## config.mk

```make
export PLATFORM = sky130hd
export DESIGN_NAME = rect_filler
export DESIGN_NICKNAME = d
export VERILOG_FILES = /design/src/rtl/cyclops_pkg.sv /design/src/rtl/rect_filler.sv
export SDC_FILE = /design/constraint.sdc
export NUM_CORES = 1
export LEC_CHECK = 0
export CAP_MARGIN = 40
export CORE_UTILIZATION = 45
export DETAILED_ROUTE_END_ITERATION = 16
export PLACE_DENSITY = 0.74
export SLEW_MARGIN = 20
export SYNTH_ARGS = -nofsm -noshare
export SYNTH_HDL_FRONTEND = slang
export SYNTH_SLANG_ARGS = --single-unit
```

## constraint.sdc

```tcl
create_clock -name clock -period 3 [get_ports clock]
set_input_delay 0.3 -clock clock [delete_from_list [all_inputs] [get_ports clock]]
set_output_delay 0.3 -clock clock [all_outputs]
set_load 0.01 [all_outputs]
```

## src/rtl/cyclops_pkg.sv

```systemverilog
// Shared definitions for the cyclops display pipeline (rect_filler, VGA
// scan-out, top level).
//   pixel_t      : packed 24-bit RGB pixel, 8 bits per channel
//   H_ACTIVE     : default visible width in pixels
//   V_ACTIVE     : default visible height in lines
//   FB_ADDR_W    : frame-buffer address width
//   fill_state_t : rect_filler FSM encoding, visible on its debug port
//   fb_addr()    : maps an (x, y) pixel position to a frame-buffer address
package cyclops_pkg;

  typedef struct packed {
    logic [7:0] red;
    logic [7:0] green;
    logic [7:0] blue;
  } pixel_t;

  localparam int H_ACTIVE  = 640;
  localparam int V_ACTIVE  = 480;
  localparam int FB_ADDR_W = 19;

  typedef enum logic [1:0] {
    ST_IDLE = 2'd0,
    ST_FILL = 2'd1,
    ST_DONE = 2'd2
  } fill_state_t;

  // Only y[8:0] is used. Every caller guarantees y < 480, so the top bit is
  // always zero.
  function automatic logic [FB_ADDR_W-1:0] fb_addr(input logic [9:0] x,
                                                   input logic [9:0] y);
    return {y[8:0], x};
  endfunction

endpackage

```

## src/rtl/rect_filler.sv

```systemverilog
// rect_filler: accepts axis-aligned rectangle fill commands, clips them to the
// visible area, and writes one pixel per granted cycle into the frame buffer.
//
// Handshakes:
//   cmd  : a command transfers on a rising clock edge where cmd_valid and
//          cmd_ready are both high. cmd_ready is high only in IDLE. While it
//          is low, the cmd_* inputs are ignored.
//   wr   : a pixel write completes on a rising clock edge where wr_en and
//          wr_ready are both high. While wr_en is high and wr_ready is low,
//          wr_addr and wr_data hold their values.
//
// Ports:
//   clock, reset            : clock; asynchronous active-low reset
//   cmd_valid / cmd_ready   : command handshake
//   cmd_x0/y0, cmd_x1/y1    : inclusive corners (10-bit unsigned)
//   cmd_color               : fill colour
//   wr_en / wr_ready        : pixel write handshake
//   wr_addr, wr_data        : {y[8:0], x[9:0]} address and pixel value
//   busy                    : high in FILL and DONE
//   done                    : one-cycle pulse when a fill completes
//   err                     : one-cycle pulse when a command is rejected
//   dbg_state               : current FSM state
module rect_filler
  import cyclops_pkg::*;
#(
  parameter int H_ACTIVE = cyclops_pkg::H_ACTIVE,
  parameter int V_ACTIVE = cyclops_pkg::V_ACTIVE
) (
  input  logic                 clock,
  input  logic                 reset,
  input  logic                 cmd_valid,
  output logic                 cmd_ready,
  input  logic [9:0]           cmd_x0,
  input  logic [9:0]           cmd_y0,
  input  logic [9:0]           cmd_x1,
  input  logic [9:0]           cmd_y1,
  input  pixel_t               cmd_color,
  output logic                 wr_en,
  input  logic                 wr_ready,
  output logic [FB_ADDR_W-1:0] wr_addr,
  output pixel_t               wr_data,
  output logic                 busy,
  output logic                 done,
  output logic                 err,
  output fill_state_t          dbg_state
);

  localparam logic [9:0] X_LAST = 10'(H_ACTIVE - 1);
  localparam logic [9:0] Y_LAST = 10'(V_ACTIVE - 1);

  fill_state_t state;
  logic [9:0]  x, y;
  logic [9:0]  x_start, x_end, y_end;

  // Clip and reject. The checks against X_LAST and Y_LAST are the ">= active
  // size" tests. They also catch a start corner that lies off-screen even when
  // the end corner is smaller.
  logic [9:0] clip_xe, clip_ye;
  logic       cmd_reject;

  always_comb begin
    clip_xe    = (cmd_x1 > X_LAST) ? X_LAST : cmd_x1;
    clip_ye    = (cmd_y1 > Y_LAST) ? Y_LAST : cmd_y1;
    cmd_reject = (cmd_x0 > clip_xe) || (cmd_y0 > clip_ye) ||
                 (cmd_x0 > X_LAST)  || (cmd_y0 > Y_LAST);
  end

  assign cmd_ready = (state == ST_IDLE);
  assign dbg_state = state;

  always_ff @(posedge clock or negedge reset) begin
    if (!reset) begin
      state   <= ST_IDLE;
      x       <= '0;
      y       <= '0;
      x_start <= '0;
      x_end   <= '0;
      y_end   <= '0;
      wr_en   <= 1'b0;
      wr_addr <= '0;
      wr_data <= '0;
      busy    <= 1'b0;
      done    <= 1'b0;
      err     <= 1'b0;
    end else begin
      done <= 1'b0;
      err  <= 1'b0;
      case (state)
        ST_IDLE: begin
          if (cmd_valid) begin
            if (cmd_reject) begin
              err <= 1'b1;
            end else begin
              x       <= cmd_x0;
              y       <= cmd_y0;
              x_start <= cmd_x0;
              x_end   <= clip_xe;
              y_end   <= clip_ye;
              wr_en   <= 1'b1;
              wr_addr <= fb_addr(cmd_x0, cmd_y0);
              wr_data <= cmd_color;
              busy    <= 1'b1;
              state   <= ST_FILL;
            end
          end
        end
        ST_FILL: begin
          // The raster position moves only on a granted write, so a stall
          // leaves the address and data unchanged.
          if (wr_en && wr_ready) begin
            if (x == x_end) begin
              if (y == y_end) begin
                wr_en <= 1'b0;
                done  <= 1'b1;
                state <= ST_DONE;
              end else begin
                x       <= x_start;
                y       <= y + 10'd1;
                wr_addr <= fb_addr(x_start, y + 10'd1);
              end
            end else begin
              x       <= x + 10'd1;
              wr_addr <= fb_addr(x + 10'd1, y);
            end
          end
        end
        ST_DONE: begin
          busy  <= 1'b0;
          state <= ST_IDLE;
        end
        default: state <= ST_IDLE;
      endcase
    end
  end

endmodule

```

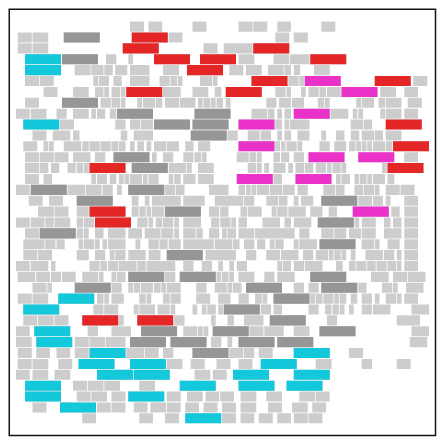
Run 1: sequential cells grouped by signal name
Drawn at 4 px/micron.
Key: magenta = `y` [placed flops 10]; red = `wr_addr` [placed flops 19]; cyan = `wr_data` [placed flops 24]
Sequential Area: 0.00223 sq mm
Finished Core Util: 66.2%
Seq group: 2.25 mW

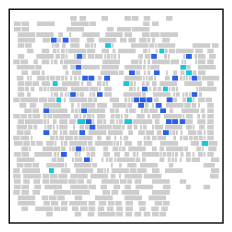
Run 1: logic cells by family
Drawn at 2 px/micron.
Key: blue = XOR/XNOR gates [cells 37]; cyan = AND-OR and OR-AND gates [cells 13]
Final Non-Filler Cells: 792
Top cell excl fill/tap: clkdlybuf4s50_1
logic share of the area: 37.2%

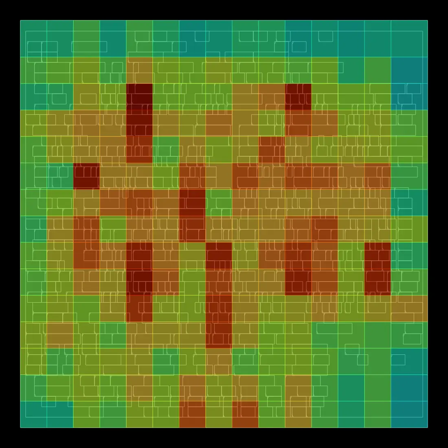
Run 1: congestion heat map
DR WL/cell: 16.1 microns
gr usage total: 23.3%
met3 Track Usage GR: 4.90%
met1 Resource Use GR: 29.6%
M2 GR Usage: 39.5%

==> changes_impl.md, run 1 <==
## Implementation

* Pwr dens at 779 mW/mm^2
* Gr busiest metal: met2
* Outcome: complete, no violations
* Worst path most repeated cell: buf_4
* Top Layout Cells: 108 x clkdlybuf4s50_1, 89 x dfrtp_1, 62 x nor2_1
* Adders+Majority by Area at 5.64%
* Post-synth EDFFs at 0
* Postcts setup bufs at 0
* FP Core Util at 46.9%
* Via density at 5.30
* Clk_lat worst skew at 0.37 ns
* Asr flop ratio synth at 100%
* P_int at 3.44 mW
* Comb. pwr at 2.35 mW
* Synthesis area per yosys at 0.00488 sq mm
* Multiplexer area fraction after synthesis at 11.9%
* I/O Buffers at 117
* Crit-path cells: dlymetal6s2s_1 > nor2_1 > nor2_1 > buf_4 > nor2_2 > ha_1 > a21oi_1 > o21ai_1 > a2111o_1 > and2_4 > nor4_4 > buf_4 > buf_4 > buf_12 > buf_8 > mux2_1
* CP arrival at 3.18 ns
* Hold_sp: cmd_x1[9]
* Hold crit path type: in2reg
* Layout cell share with drive strength beyond 1 at 16.3%
* Count leader, synth: dfrtp_1
* Synthesis-stage register bit count at 89
* Worst reg2reg setup slack at 0.61 ns
* Largest family of logic cells by area: simple AND/OR/NAND/NOR gates
run 1: cell type report:
| type | instances | share of cell area (%) |
|---|---|---|
| clock inverters | 6 | 0.635 |
| inverters | 14 | 0.762 |
| flip-flops and latches | 89 | 32.3 |
| multi-input cells | 361 | 37.2 |
| clock buffers | 10 | 1.99 |
| repair buffers | 176 | 24.6 |
| well taps | 136 | 2.47 |
run 1: stage by stage:
stage | instance area, sq um | worst slack [ns] | hold slack [ns] | utilization (%)
after floorplan | 4880 | 0.234 | 0.00441 | -
after global placement | 6520 | -0.358 | 0.388 | 62.6
after detailed placement | 6520 | -0.440 | 0.390 | 62.6
after CTS | 6720 | 0.00312 | 0.488 | 64.5
after global routing | 6900 | -0.0149 | 0.251 | 66.2
final | 6900 | 0.0806 | 0.243 | 66.2
Run 1, metal 1:
Drawn at 2 px/micron.
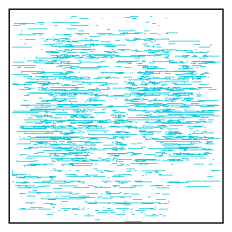

==> inputs of run 2 (changes only) <==
HOLD_SLACK_MARGIN = 0.06   (was default)
PLACE_DENSITY = 0.75   (was 0.74)
TNS_END_PERCENT = 50   (was default)
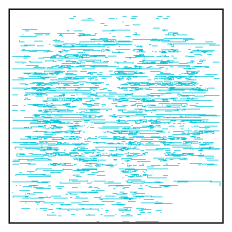
Run 2: metal 1
Drawn at 2 px/micron.
The longest straight run is 28.1 microns. The wires run mostly horizontal. The layer carries 5560 microns of wire. 667 nets have wire on it.
vias: 4243
final WL: 12800 microns
met1 Resource Use GR: 28.7%

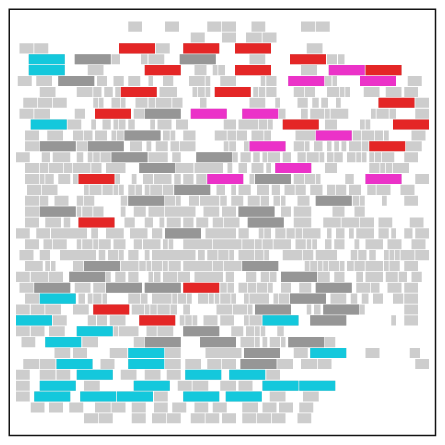
Run 2: sequential cells grouped by signal name
Drawn at 4 px/micron.
Key: magenta = `y` [placed flops 10]; cyan = `wr_data` [placed flops 24]; red = `wr_addr` [placed flops 19]
Seq group: 2.24 mW
Finished Core Util: 66.5%
Seq area share: 32.2%

==> changes_impl.md, run 2 <==
## Implementation

* Layout cell share with drive strength beyond 1 at 15.8%
* Hold_sp: cmd_x1[9]
* Placement Cell Area at 0.00649 sq mm
* FP Core Util at 46.9%
* Post-synth EDFFs at 0
* Via density at 5.35
* Slowest cell on crit path: clkdlybuf4s50_1
* I/O Buffers at 117
* CP arrival at 3.18 ns
* Final worst setup slack at 0.0574 ns
* Logic share of the area at 37.0%
* Sequential Area at 0.00223 sq mm
* Gr usage total at 22.7%
* Non-Clock Buffer Count at 177
* Synthesis-stage register bit count at 89
* Crit-path cells: clkdlybuf4s50_1 > a41o_1 > nor2_1 > ha_1 > nand4_1 > a211oi_1 > a2111oi_2 > nor2_2 > nor4_4 > buf_6 > buf_4 > buf_12 > mux2_1
* Data buffer area share at 24.8%
* Met3 Track Usage GR at 4.84%
* Finished layout cell area at 0.00692 sq mm
* Worst slack, placed at -0.454 ns
* Top cell class by occupied area: logic gates
* Top Layout Cells: 113 x clkdlybuf4s50_1, 89 x dfrtp_1, 62 x nor2_1
* Outcome: complete, no violations
* Clock network area share at 2.82%
* Adders+Majority by Area at 5.64%
* Count leader, synth: dfrtp_1
* Final Hold Slack at 0.201 ns
* Postcts setup bufs at 2
* Synthesis area per yosys at 0.00488 sq mm
* Hold crit path type: in2reg
* Comb. pwr at 2.36 mW
* Multiplexer area fraction after synthesis at 11.9%
* Clk_lat worst skew at 0.37 ns
* Top cell excl fill/tap: clkdlybuf4s50_1
* Tap cells at 136
* Asr flop ratio synth at 100%
* Largest family of logic cells by area: simple AND/OR/NAND/NOR gates
* Clkbuf count at 10
* P_int at 3.51 mW
* Gr busiest metal: met2
* MI comb cells at 361
run 2: cell counts after synthesis:
Identical to the previous run, type by type.
run 2: worst min-delay path by stage:
stage,endpoint,depth (start not counted)
after floorplan,busy,0
after global placement,wr_data[20],1
after detailed placement,wr_data[20],1
after CTS,wr_data[7],2
after global routing,x_end[9],2
final,x_end[9],2
run 2: worst register-to-register path: cells and delay by family, from the launching register on:
| family | cells | cell delay (ns) |
|---|---|---|
| and+or+nand+nor | 3 | 0.74 |
| DFF | 1 | 0.47 |
| buffers and inverters | 1 | 0.41 |
| xor gates and xnor gates | 2 | 0.38 |
| muxes | 1 | 0.28 |
| AOI/OAI and AO/OA | 1 | 0.09 |
==> inputs of run 3 (changes only) <==
--- a/constraint.sdc
+++ b/constraint.sdc
@@ -3,2 +3,2 @@
 set_output_delay 0.3 -clock clock [all_outputs]
-set_load 0.01 [all_outputs]
+set_load 0.005 [all_outputs]
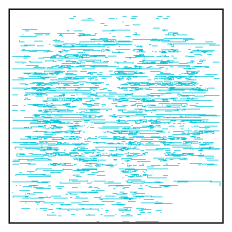
Run 3: metal 1
Drawn at 2 px/micron.
The longest straight run is 28.1 microns. The layer holds 43% of the routed length. The wires run mostly horizontal. 667 nets have wire on it. The layer carries 5560 microns of wire.

==> changes_impl.md, run 3 <==
## Implementation

* Via density at 5.35
* Hold crit path type: in2reg
* Hold Path Sink: x_end[9]
* P_int at 3.50 mW
* Gr busiest metal: met2
* Asr flop ratio synth at 100%
* Worst slack, placed at -0.454 ns
* Slowest cell on crit path: clkdlybuf4s50_1
* Gr usage total at 22.7%
* I/O Buffers at 117
* Vias at 4243
* Worst reg2reg setup slack at 0.51 ns
* Clk_lat worst skew at 0.37 ns
* Final WL at 12800 microns
* Finished Core Util at 66.5%
* Synthesis-stage register bit count at 89
* Hold Crit Depth at 2
* DR WL/cell at 16.2 microns
* CP arrival at 3.18 ns
* Count leader, synth: dfrtp_1
* Outcome: complete, no violations
* Postcts setup bufs at 2
* Post-synth EDFFs at 0
* Layout cell share with drive strength beyond 1 at 15.8%
* Largest family of logic cells by area: simple AND/OR/NAND/NOR gates
* Met3 Track Usage GR at 4.84%
* M2 GR Usage at 40.0%
* Crit-path cells: clkdlybuf4s50_1 > a41o_1 > nor2_1 > ha_1 > nand4_1 > a211oi_1 > a2111oi_2 > nor2_2 > nor4_4 > buf_6 > buf_4 > buf_12 > mux2_1
* Top cell excl fill/tap: clkdlybuf4s50_1
* Largest net degree at the start of global routing at 44
* FP Core Util at 46.9%
* Finished layout cell area at 0.00692 sq mm
* Final worst setup slack at 0.0574 ns
* Adders+Majority by Area at 5.64%
* Met1 Resource Use GR at 28.7%
* Max cap viols at 0
* Top Layout Cells: 113 x clkdlybuf4s50_1, 89 x dfrtp_1, 62 x nor2_1
* Pwr dens at 768 mW/mm^2
* Multiplexer area fraction after synthesis at 11.9%
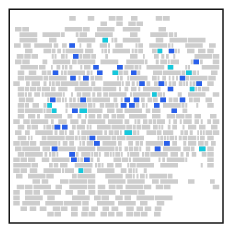
Run 3: logic cells by family
Drawn at 2 px/micron.
Key: blue = XOR/XNOR gates [cells 37]; cyan = AND-OR and OR-AND gates [cells 13]
Final Non-Filler Cells: 793
logic share of the area: 37.0%

==> run 3: cell counts in the layout (fill, tap and decap cells not counted) <==
Identical to the previous run, type by type.
==> run 3: kinds of logic after synthesis <==
kind of cell             count (synthesis)
buffers and inverters                   37
AND-OR/OR-AND                           90
AND/OR/NAND/NOR                        159
adder cells (fa/ha/maj)                 22
XOR/XNOR                                37
multiplexers                            52
other                                    1
flip-flops                              89
==> run 3: final cells by class <==
class	instances	area (sq um)	area share [%]
Clock inverter	6	67.6	0.976
Clock buffer	10	128	1.84
Tap cell	136	170	2.46
Multi-Input combinational cell	361	2560	37.0
Inverter	14	52.6	0.759
Timing Repair Buffer	177	1720	24.8
Sequential cell	89	2230	32.2
No activity file was given, so power comes from the tool's default toggle rates.
